### src/rtl/rx_capture_writer.sv
// rx_capture_writer
//
// Receive-chain stage that sits behind the sample discriminator. On arm it
// restarts the discriminator (adc_reset_state_o), then streams every valid
// per-channel sample and timestamp into per-channel memories until stopped.
// When the capture ends it emits one AXI-Stream summary beat per channel.
//
// Summary beat layout, LSB first:
//   sample_count[SA_W:0], tstamp_count[TA_W:0], sample_ovf, tstamp_ovf,
//   channel index[CH_W-1:0]
//
// Optional feature macro: RX_CAPTURE_AUTO_STOP_EN
//   When defined, a capture also ends in the first cycle in which every
//   channel's sample memory is full, exactly as if adc_stop_i had been
//   asserted in that cycle. When undefined, only adc_stop_i ends a capture.
//
// The source-stream interfaces are flattened into plain ports: *_data_i is a
// packed per-channel array and *_valid_i carries one valid bit per channel.
// CHANNELS must be at least 2 so that the channel index field is non-empty.

module rx_capture_writer #(
    parameter int SAMPLE_DEPTH = 16384,
    parameter int TSTAMP_DEPTH = 512,
    parameter int CHANNELS     = 8,
    parameter int DATA_WIDTH   = 16,
    parameter int TSTAMP_WIDTH = 64,
    localparam int SA_W  = $clog2(SAMPLE_DEPTH),
    localparam int TA_W  = $clog2(TSTAMP_DEPTH),
    localparam int CH_W  = $clog2(CHANNELS),
    localparam int SUM_W = CH_W + SA_W + TA_W + 4
) (
    input  logic                                    adc_clk_i,
    input  logic                                    adc_reset_i,

    input  logic [CHANNELS-1:0][DATA_WIDTH-1:0]     adc_data_in_data_i,
    input  logic [CHANNELS-1:0]                     adc_data_in_valid_i,
    input  logic [CHANNELS-1:0][TSTAMP_WIDTH-1:0]   adc_timestamps_in_data_i,
    input  logic [CHANNELS-1:0]                     adc_timestamps_in_valid_i,

    input  logic                                    adc_arm_i,
    input  logic                                    adc_stop_i,

    output logic                                    adc_reset_state_o,

    output logic [CHANNELS-1:0]                     adc_sample_we_o,
    output logic [CHANNELS-1:0][SA_W-1:0]           adc_sample_addr_o,
    output logic [CHANNELS-1:0][DATA_WIDTH-1:0]     adc_sample_data_o,

    output logic [CHANNELS-1:0]                     adc_tstamp_we_o,
    output logic [CHANNELS-1:0][TA_W-1:0]           adc_tstamp_addr_o,
    output logic [CHANNELS-1:0][TSTAMP_WIDTH-1:0]   adc_tstamp_data_o,

    output logic [SUM_W-1:0]                        adc_summary_data_o,
    output logic                                    adc_summary_valid_o,
    input  logic                                    adc_summary_ready_i,
    output logic                                    adc_summary_last_o,

    output logic                                    adc_capturing_o
);

    localparam int SA_CW = SA_W + 1;
    localparam int TA_CW = TA_W + 1;

    localparam logic [SA_CW-1:0] SAMPLE_FULL = SA_CW'(SAMPLE_DEPTH);
    localparam logic [TA_CW-1:0] TSTAMP_FULL = TA_CW'(TSTAMP_DEPTH);
    localparam logic [SA_CW-1:0] SAMPLE_ONE  = SA_CW'(1);
    localparam logic [TA_CW-1:0] TSTAMP_ONE  = TA_CW'(1);
    localparam logic [CH_W-1:0]  CH_ONE      = CH_W'(1);
    localparam logic [CH_W-1:0]  LAST_CH     = CH_W'(CHANNELS - 1);

    typedef enum logic [1:0] {
        ST_IDLE,
        ST_CAPTURE,
        ST_SUMMARY
    } state_t;

    state_t                                 state_q;
    logic                                   reset_state_q;
    logic                                   capturing_q;

    // Per-channel counts double as write pointers: a count below depth is the
    // next free address, and a count equal to depth means the memory is full.
    logic [SA_CW-1:0]                       sample_cnt_q [CHANNELS];
    logic [TA_CW-1:0]                       tstamp_cnt_q [CHANNELS];
    logic [CHANNELS-1:0]                    sample_ovf_q;
    logic [CHANNELS-1:0]                    tstamp_ovf_q;

    logic [CHANNELS-1:0]                    sample_we_q;
    logic [CHANNELS-1:0][SA_W-1:0]          sample_addr_q;
    logic [CHANNELS-1:0][DATA_WIDTH-1:0]    sample_data_q;
    logic [CHANNELS-1:0]                    tstamp_we_q;
    logic [CHANNELS-1:0][TA_W-1:0]          tstamp_addr_q;
    logic [CHANNELS-1:0][TSTAMP_WIDTH-1:0]  tstamp_data_q;

    // The summary is armed one cycle after leaving CAPTURE (sum_pending_q), so
    // the writes accepted in the stop cycle have landed in the counts before
    // the first beat is built from them.
    logic                                   sum_pending_q;
    logic                                   sum_valid_q;
    logic                                   sum_last_q;
    logic [CH_W-1:0]                        sum_ch_q;
    logic [SUM_W-1:0]                       sum_data_q;

    logic [CH_W-1:0]                        sum_ch_d;
    logic [SUM_W-1:0]                       sum_data_d;
    logic                                   sum_last_d;

    logic                                   end_capture;

`ifdef RX_CAPTURE_AUTO_STOP_EN
    logic                                   all_full;

    // Every channel's sample memory is full: treated like an adc_stop_i.
    always_comb begin
        all_full = 1'b1;
        for (int c = 0; c < CHANNELS; c++) begin
            if (sample_cnt_q[c] != SAMPLE_FULL) begin
                all_full = 1'b0;
            end
        end
    end

    assign end_capture = adc_stop_i | all_full;
`else
    assign end_capture = adc_stop_i;
`endif

    // Build the next summary beat: channel 0 right after the capture ends,
    // otherwise the channel following the one just handed over.
    always_comb begin
        sum_ch_d   = sum_pending_q ? '0 : (sum_ch_q + CH_ONE);
        sum_data_d = {sum_ch_d,
                      tstamp_ovf_q[sum_ch_d],
                      sample_ovf_q[sum_ch_d],
                      tstamp_cnt_q[sum_ch_d],
                      sample_cnt_q[sum_ch_d]};
        sum_last_d = (sum_ch_d == LAST_CH);
    end

    // Control FSM: arm/capture/summary sequencing and all registered control outputs.
    always_ff @(posedge adc_clk_i or posedge adc_reset_i) begin
        if (adc_reset_i) begin
            state_q       <= ST_IDLE;
            reset_state_q <= 1'b0;
            capturing_q   <= 1'b0;
            sum_pending_q <= 1'b0;
            sum_valid_q   <= 1'b0;
            sum_last_q    <= 1'b0;
            sum_ch_q      <= '0;
            sum_data_q    <= '0;
        end else begin
            reset_state_q <= 1'b0;
            case (state_q)
                ST_IDLE: begin
                    if (adc_arm_i) begin
                        state_q       <= ST_CAPTURE;
                        reset_state_q <= 1'b1;
                        capturing_q   <= 1'b1;
                    end
                end
                ST_CAPTURE: begin
                    if (end_capture) begin
                        state_q       <= ST_SUMMARY;
                        capturing_q   <= 1'b0;
                        sum_pending_q <= 1'b1;
                    end
                end
                ST_SUMMARY: begin
                    if (sum_pending_q || (sum_valid_q && adc_summary_ready_i)) begin
                        if (!sum_pending_q && sum_last_q) begin
                            sum_valid_q <= 1'b0;
                            sum_last_q  <= 1'b0;
                            state_q     <= ST_IDLE;
                        end else begin
                            sum_pending_q <= 1'b0;
                            sum_valid_q   <= 1'b1;
                            sum_ch_q      <= sum_ch_d;
                            sum_data_q    <= sum_data_d;
                            sum_last_q    <= sum_last_d;
                        end
                    end
                end
                default: begin
                    state_q <= ST_IDLE;
                end
            endcase
        end
    end

    // Sample path: clear on arm, write while capturing until full, then flag overflow.
    always_ff @(posedge adc_clk_i or posedge adc_reset_i) begin
        if (adc_reset_i) begin
            sample_we_q   <= '0;
            sample_addr_q <= '0;
            sample_data_q <= '0;
            sample_ovf_q  <= '0;
            for (int c = 0; c < CHANNELS; c++) begin
                sample_cnt_q[c] <= '0;
            end
        end else begin
            sample_we_q <= '0;
            case (state_q)
                ST_IDLE: begin
                    if (adc_arm_i) begin
                        sample_ovf_q <= '0;
                        for (int c = 0; c < CHANNELS; c++) begin
                            sample_cnt_q[c] <= '0;
                        end
                    end
                end
                ST_CAPTURE: begin
                    for (int c = 0; c < CHANNELS; c++) begin
                        if (adc_data_in_valid_i[c]) begin
                            if (sample_cnt_q[c] == SAMPLE_FULL) begin
                                sample_ovf_q[c] <= 1'b1;
                            end else begin
                                sample_we_q[c]   <= 1'b1;
                                sample_addr_q[c] <= sample_cnt_q[c][SA_W-1:0];
                                sample_data_q[c] <= adc_data_in_data_i[c];
                                sample_cnt_q[c]  <= sample_cnt_q[c] + SAMPLE_ONE;
                            end
                        end
                    end
                end
                default: begin
                end
            endcase
        end
    end

    // Timestamp path: same rules as the sample path, against its own depth.
    always_ff @(posedge adc_clk_i or posedge adc_reset_i) begin
        if (adc_reset_i) begin
            tstamp_we_q   <= '0;
            tstamp_addr_q <= '0;
            tstamp_data_q <= '0;
            tstamp_ovf_q  <= '0;
            for (int c = 0; c < CHANNELS; c++) begin
                tstamp_cnt_q[c] <= '0;
            end
        end else begin
            tstamp_we_q <= '0;
            case (state_q)
                ST_IDLE: begin
                    if (adc_arm_i) begin
                        tstamp_ovf_q <= '0;
                        for (int c = 0; c < CHANNELS; c++) begin
                            tstamp_cnt_q[c] <= '0;
                        end
                    end
                end
                ST_CAPTURE: begin
                    for (int c = 0; c < CHANNELS; c++) begin
                        if (adc_timestamps_in_valid_i[c]) begin
                            if (tstamp_cnt_q[c] == TSTAMP_FULL) begin
                                tstamp_ovf_q[c] <= 1'b1;
                            end else begin
                                tstamp_we_q[c]   <= 1'b1;
                                tstamp_addr_q[c] <= tstamp_cnt_q[c][TA_W-1:0];
                                tstamp_data_q[c] <= adc_timestamps_in_data_i[c];
                                tstamp_cnt_q[c]  <= tstamp_cnt_q[c] + TSTAMP_ONE;
                            end
                        end
                    end
                end
                default: begin
                end
            endcase
        end
    end

    assign adc_reset_state_o   = reset_state_q;
    assign adc_capturing_o     = capturing_q;
    assign adc_sample_we_o     = sample_we_q;
    assign adc_sample_addr_o   = sample_addr_q;
    assign adc_sample_data_o   = sample_data_q;
    assign adc_tstamp_we_o     = tstamp_we_q;
    assign adc_tstamp_addr_o   = tstamp_addr_q;
    assign adc_tstamp_data_o   = tstamp_data_q;
    assign adc_summary_data_o  = sum_data_q;
    assign adc_summary_valid_o = sum_valid_q;
    assign adc_summary_last_o  = sum_last_q;

endmodule
### config.mk
export PLATFORM = sky130hd
export DESIGN_NAME = rx_capture_writer
export DESIGN_NICKNAME = d
export VERILOG_FILES = /design/src/rtl/rx_capture_writer.sv
export SDC_FILE = /design/constraint.sdc
export NUM_CORES = 2
export LEC_CHECK = 0
export ABC_AREA = 0
export CELL_PAD_IN_SITES_DETAIL_PLACEMENT = 0
export CELL_PAD_IN_SITES_GLOBAL_PLACEMENT = 1
export CORE_AREA = 4 4 588 590
export DETAILED_ROUTE_END_ITERATION = 8
export DIE_AREA = 0 0 592 594
export PLACE_DENSITY_LB_ADDON = 0.1
export SLEW_MARGIN = 20
export SYNTH_ARGS = -nofsm -noshare
export SYNTH_HDL_FRONTEND = slang
export SYNTH_SLANG_ARGS = --single-unit
### constraint.sdc
create_clock -name adc_clk_i -period 77.9 [get_ports adc_clk_i]
set_clock_uncertainty 0.05 [all_clocks]
set_input_delay 15.58 -clock adc_clk_i [delete_from_list [all_inputs] [get_ports adc_clk_i]]
set_output_delay 15.58 -clock adc_clk_i [all_outputs]
set_load 0.01 [all_outputs]
Fig. 1: I/O nets highlighted
Drawn at 1 px/um.
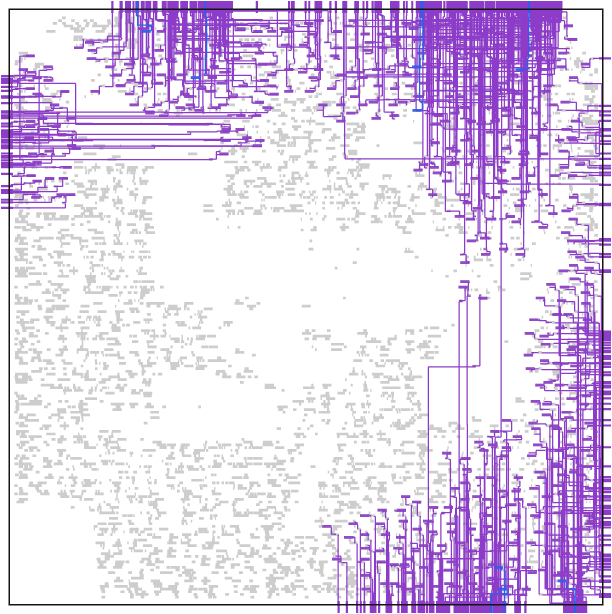
Key: purple = adc_tstamp_data_o [direction output, edge 245 top, 124 bottom, 98 right, 45 left, end cells 512, wire 54.2 mm]; blue = adc_tstamp_we_o [direction output, edge 5 top, 3 bottom, end cells 8, wire 436 um]
IO Port Bufs: 1534
num ports: 1535

Fig. 2: cell placement
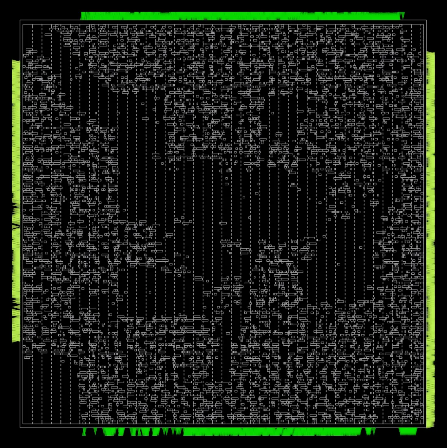
# Taps: 4536
registers: 1093
non-filler instance count after layout: 10900
filler cell count: 36900

Fig. 3: sequential cells colored by netlist name
Drawn at 1 px/um.
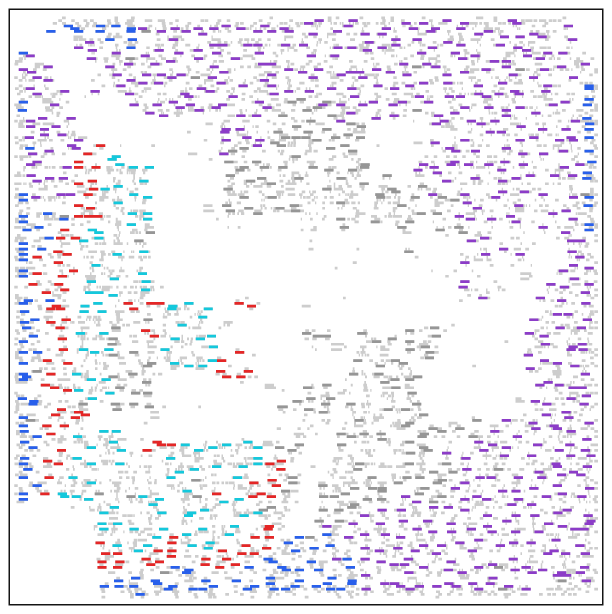
Key: red = adc_sample_addr_o [flops 112]; cyan = sample_cnt_q [flops 120]; blue = adc_sample_data_o [flops 128, where spread over the die]; purple = adc_tstamp_data_o [flops 512, where spread over the die]
Another 221 sequential cells are not colored.
register area: 27400 um^2
final core utilization: 21.4%
sequential share of cell area: 37.6%
Power Sequential: 0.000926 W

Fig. 4: routed clock nets over the placement
Drawn at 1 px/um.
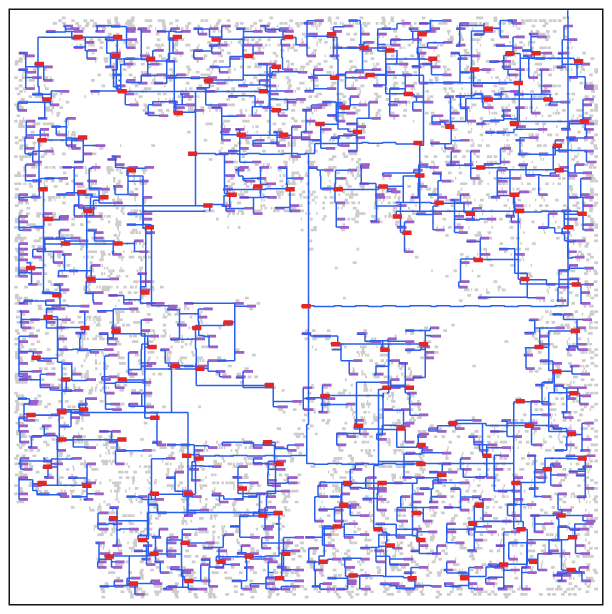
Key: blue = clock wires [length 24.3 mm]; purple = flip-flops [count 1093]; red = clock-net drivers [count 163]
Position of the flops: spread over the die. There are 164 routed clock nets.
Late-Pin Clk Latency: 850 ps
P_clk: 0.000757 W
Clk pwr share: 26.5%

==> cells by family after synthesis <==
kind of cell | Yosys count | share of synthesized area [%]
AND/OR/NAND/NOR | 2185 | 19.5
flip-flops | 1093 | 57.9
AND-OR/OR-AND | 751 | 10.6
buffers and inverters | 411 | 3.85
multiplexers | 303 | 7.23
adder cells (fa/ha/maj) | 33 | 0.875
XOR/XNOR | 1 | 0.0186
==> sequential cells by signal, summed over array words and instances, names as in the netlist, 8 cells and up <==
name and cells:
adc_sample_addr_o 112, adc_sample_we_o 8, sample_ovf_q 8, adc_sample_data_o 128, tstamp_ovf_q 8, adc_tstamp_we_o 8
adc_tstamp_addr_o 72, tstamp_cnt_q 80, adc_summary_data_o 27, sample_cnt_q 120, adc_tstamp_data_o 512
==> out/results.ini <==
[run_status]
status = finished clean

[route]
avgRoutedWirePerCell_um = 25.8
via_count = 41400
top_layer = met5
ant_nets = 0

[synthesis]
synth_nets = 5471
largest_area_cell = dfrtp_1
synth-edff-count = 0
synth_stat.cells = 4777
yosys-stat-area_um2 = 47200
area_leaders = dfrtp_1 58%, nand2_1 14%, mux2_2 5.2%

[worst_setup_path]
endpoint_kind = async pin
reg2regPathDepth = 10
crit_buf_inv = 6
crit_type = primary input to async pin
critPathMaxStageDelay_ps = 800
crit_family = buffers and inverters
crit_path_end = adc_tstamp_data_o[251]$_DFFE_PP0P_

[final_timing]
rsz0062_at_grt = false
worst_slack_ps = 59220

[floorplan]
die_x_um = 592
die-area_um2 = 352000

[pwr]
p_leak_nw = 31.5

[global_routing]
grt_pass1_vias = 43000
grt_pass1_wl_um = 384000
grt.busiest_layer = met2

[finish]
inverters = 93
comb_share_pct = 24.9

[cts]
numCtsBuffers = 163
cts_tree = built
clockBufferDepth = 4

[worst_hold_path]
hp-class = flip-flop to flip-flop

Power is estimated from default activity; no workload was simulated.
